==> config.mk <==
export PLATFORM = sky130hd
export DESIGN_NAME = freq_meter
export DESIGN_NICKNAME = d
export VERILOG_FILES = /design/src/rtl/freq_meter.sv
export SDC_FILE = /design/constraint.sdc
export NUM_CORES = 1
export LEC_CHECK = 0
export ABC_AREA = 1
export CELL_PAD_IN_SITES_DETAIL_PLACEMENT = 2
export CELL_PAD_IN_SITES_GLOBAL_PLACEMENT = 2
export CORE_MARGIN = 10
export CORE_UTILIZATION = 31
export DETAILED_ROUTE_END_ITERATION = 10
export GPL_TIMING_DRIVEN = 1
export PLACE_DENSITY = 0.79
export SYNTH_ARGS = -nofsm -noshare
export SYNTH_HDL_FRONTEND = slang
export SYNTH_SLANG_ARGS = --single-unit
==> constraint.sdc <==
create_clock -name clk_50mhz -period 1.9 [get_ports clk_50mhz]
set_clock_uncertainty 0.15 [all_clocks]
set_input_delay 0.285 -clock clk_50mhz [delete_from_list [all_inputs] [get_ports clk_50mhz]]
set_output_delay 0.285 -clock clk_50mhz [all_outputs]
set_load 0.01 [all_outputs]
### M1 wires

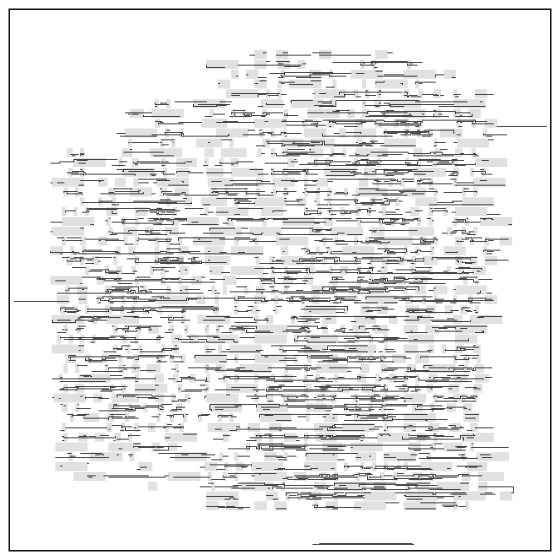
wire length on this layer	8070 um
nets with wire on the layer	746
longest straight run	47.8 um
share of all routed wire	39%
final wirelength: 20600 um
vias: 4964

### Signal wires on met2

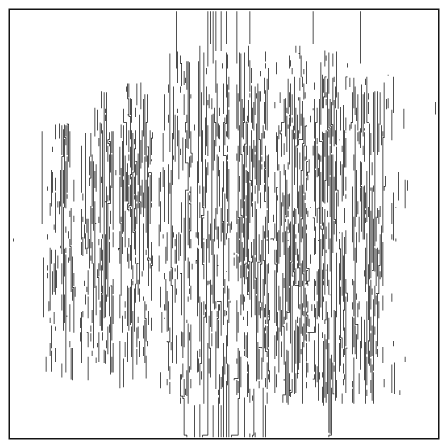
longest straight run	78.9 um
share of all routed wire	56%
wire length on this layer	11600 um
nets with wire on the layer	744
met2 usage: 0.339

### Metal 4

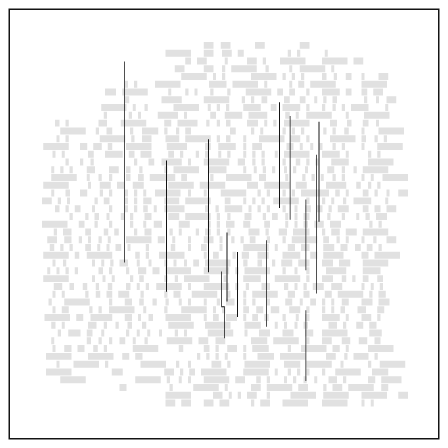
share of all routed wire	2.3%
main direction	vertical
longest straight run	70.0 um

### Track usage over the die

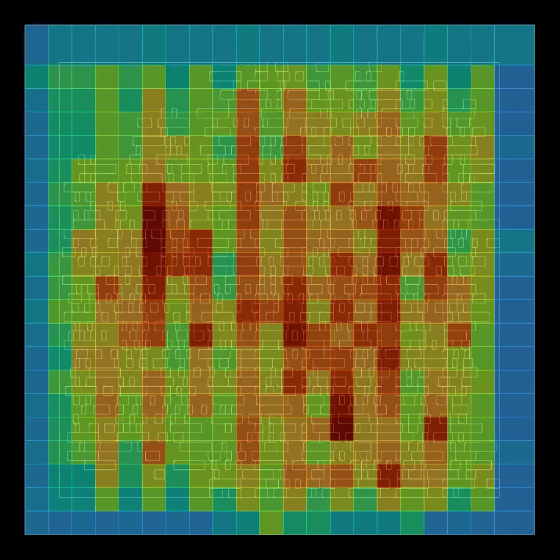
Tot GR Track Use: 0.181
met1 usage: 0.200
met3 GRT Util: 0.0332
GR peak layer: met2
detailed-route wire length per cell: 20.5 um

==> results.sh <==
# physical design summary
export IMPL_areaGrowthSynthToFinish_pct=36.3
export IMPL_r2r_slack_ns=-0.22
export IMPL_rsz0062_at_grt="yes"
export IMPL_gp_congestion=0.869
export IMPL_p_per_area_mw_per_mm2=565
export IMPL_worstPathArrival_ns=2.22
export IMPL_worst_slew_pin_slew_ns=0.533
export IMPL_slew_headroom=0.644
export IMPL_ff_type="dfrtp_1"
export IMPL_tool_warnings=29
export IMPL_io_pins=38
export IMPL_hp_class="reg -> reg"
export IMPL_ys_warn_count=0
export IMPL_yosys_area_share_simple=0.388
export IMPL_cts_num_sinks=97
export IMPL_adder_share=0.00719
export IMPL_grt_pass1_vias=5747
export IMPL_violations="negative setup slack"
export IMPL_timing_final_crit_period_ns=2.12
export IMPL_end_kind="flop"
export IMPL_core_mm2=0.0165
export IMPL_fp_dieW_um=150
export IMPL_drtPass1Iterations=4
export IMPL_ys_cells=692
export IMPL_top_area_frac=0.465
export IMPL_cts_root_buffer="clkbuf_16"
export IMPL_dpl_hpwl_um=13200
export IMPL_cts_reportedPaths_clkPinSlew_ns=0.08
export IMPL_syn_num_nets=699
export IMPL_yosysTopAreaCell="dfrtp_1"
export IMPL_synth_logic_top_family="simple AND/OR/NAND/NOR gates"
export IMPL_worstHoldPathCells=0
export IMPL_tns_ns=-8.89
export IMPL_area_leaders="dfrtp_1 47%, nand2_1 19%, nor2_1 6.6%, inv_1 5.9%, nand3_1 4.0%"
export IMPL_fmax_mhz=473
export IMPL_max_cap_violations=0
export IMPL_ys_seq_share=0.465
export IMPL_post_synth_cell_area_avg_um2=7.54
export IMPL_xor_share=0.0336
export IMPL_drive_gt1_frac=0.253
export IMPL_drc_errors=0
export IMPL_fp_row_count=47
export IMPL_reg2reg_depth=12
export IMPL_top_cell="nand2_1"
export IMPL_grt_start_max_net_pins=61
export IMPL_top_cells_by_count="259 x nand2_1, 97 x dfrtp_1, 92 x nor2_1, 82 x inv_1, 42 x nand3_1"
export IMPL_ys_sh_aoi=0.0185
export IMPL_nets=788
export IMPL_grt_remaining_overflow=0
export IMPL_antenna_found_initial=0
export IMPL_cp_data_required_time_ns=2.00
export IMPL_whs_ns=0.218
export IMPL_cts_buffer_depth=2
export IMPL_n_antenna_cell=0
export IMPL_cts_buffers=9
export IMPL_ir_worst_vdd_uv=411
export IMPL_synth_cells=692
export IMPL_die_y_um=150
export IMPL_netlist_area_mm2=0.00522
export IMPL_yosysUniqueCellTypes=31
export IMPL_p_leak_nw=3.49
export IMPL_final_max_slew_viol_count=0
export IMPL_tritoncts="done"
export IMPL_outcome="complete, but fails checks"
export IMPL_synth_seq_cells=97
export IMPL_yosys_stat_chipArea_mm2=0.00522
export IMPL_finalHoldViolCount=0
export IMPL_fin_ws_ns=-0.215
export IMPL_ant_nets=0
export IMPL_cp_max_fo=4
export IMPL_initial_core_util=0.316
export IMPL_place_ws_ns=-0.268
export IMPL_setup_viol=64
export IMPL_async_flop_share=1.00
export IMPL_io_buffers=37
export IMPL_dr_first_iter_drc_count=241
export IMPL_htreeDepth=3
export IMPL_crit_path_start_kind="flop"
export IMPL_fin_crit_sh=1.11
export IMPL_clk_latency_ns=0.36
export IMPL_edf_count=0
export IMPL_crit_type="reg -> reg"
export IMPL_viasPerCell=4.93
export IMPL_mux_share=0
export IMPL_chip_area_mm2=0.0224
export IMPL_grt_pass1_wl_um=31800
-- logic make-up (layout without fill, tap and decap cells) --
group,Yosys count,in the layout
AND/OR/NAND/NOR,455,455
adder cells (fa/ha/maj),3,3
flip-flops,97,97
buffers and inverters,99,193
XOR/XNOR,20,20
AND-OR/OR-AND,18,18
-- repair_timing --
action,in CTS,in global routing
gates resized,83,68
endpoints found under the setup margin,92,89
pin swaps,30,29
cloned,1,0
setup buffers,5,8
hold buffers,1,0
hold endpoints to repair,97,0
-- placed cells by master, fill, tap and decap left out, types with 2 or more instances in the layout --
cell type | synthesis | layout
inv_2 | 2 | 8
and2_1 | 2 | 2
xor2_1 | 14 | 10
nand2_4 | 2 | 11
dfrtp_1 | 97 | 97
nand4_1 | 9 | 9
buf_12 | 1 | 7
nor2_4 | 2 | 10
nor2_2 | 3 | 8
inv_1 | 82 | 74
o21ai_1 | 0 | 3
a21oi_4 | 0 | 2
xnor2_1 | 6 | 5
clkinvlp_4 | 0 | 4
buf_6 | 8 | 9
nand3_2 | 10 | 7
nor2_1 | 92 | 79
nor2_8 | 2 | 2
xor2_2 | 0 | 4
clkdlybuf4s50_1 | 0 | 36
a21oi_2 | 1 | 6
clkbuf_16 | 0 | 9
nor3_1 | 15 | 14
nand3_1 | 42 | 30
buf_4 | 1 | 38
nand2_2 | 11 | 40
nand2_1 | 259 | 220
nand3_4 | 2 | 17
a21oi_1 | 11 | 4
-- worst max-delay path: stages, from the launching register on --
cell and delay [ns]:
dfrtp_1 0.35, inv_1 0.05, nor2_2 0.13, ha_2 0.22
nand2_4 0.08, nor2_4 0.20, buf_4 0.14, buf_4 0.10
nand3_1 0.10, xor2_1 0.23, nand2_2 0.10, nand2_2 0.08
nand2_1 0.05
-- power breakdown --
group | internal (mW) | switching (mW)
logic | 0.0364 | 0.0913
clock network | 0.925 | 0.892
registers | 2.07 | 0.00465
total | 3.03 | 0.988
-- per-layer routing --
metal	vias to the layer above	routed length, um	part of all wire	track usage
li1	2292	-	-	-
met1	2584	8070	0.39	0.200
met2	61	11600	0.56	0.339
met3	27	538	0.026	0.0332
met4	0	466	0.023	0.0632
met5	-	0	0	0
-- stage by stage --
| stage | util | std cells | power, mW | cell area, um2 |
|---|---|---|---|---|
| 6_report | 0.430 | 1006 | 4.02 | 7110 |
| 5_1_grt | 0.430 | 1006 | 4.16 | 7110 |
| 4_1_cts | 0.411 | 998 | 4.05 | 6790 |
| 3_5_place_dp | 0.368 | 975 | 2.23 | 6090 |
| 3_3_place_gp | 0.368 | 975 | 2.23 | 6090 |
| 2_1_floorplan | - | 692 | 2.15 | 5220 |
-- area by class of cell --
cell class	count	area (um2)
repair buffers	93	940
clock buffers	10	239
fillers	1847	9410
clock inverters	6	43.8
inverters	84	325
well taps	220	275
multi-input cells	496	2860
flip-flops and latches	97	2430
No activity file was given, so power comes from the tool's default toggle rates.
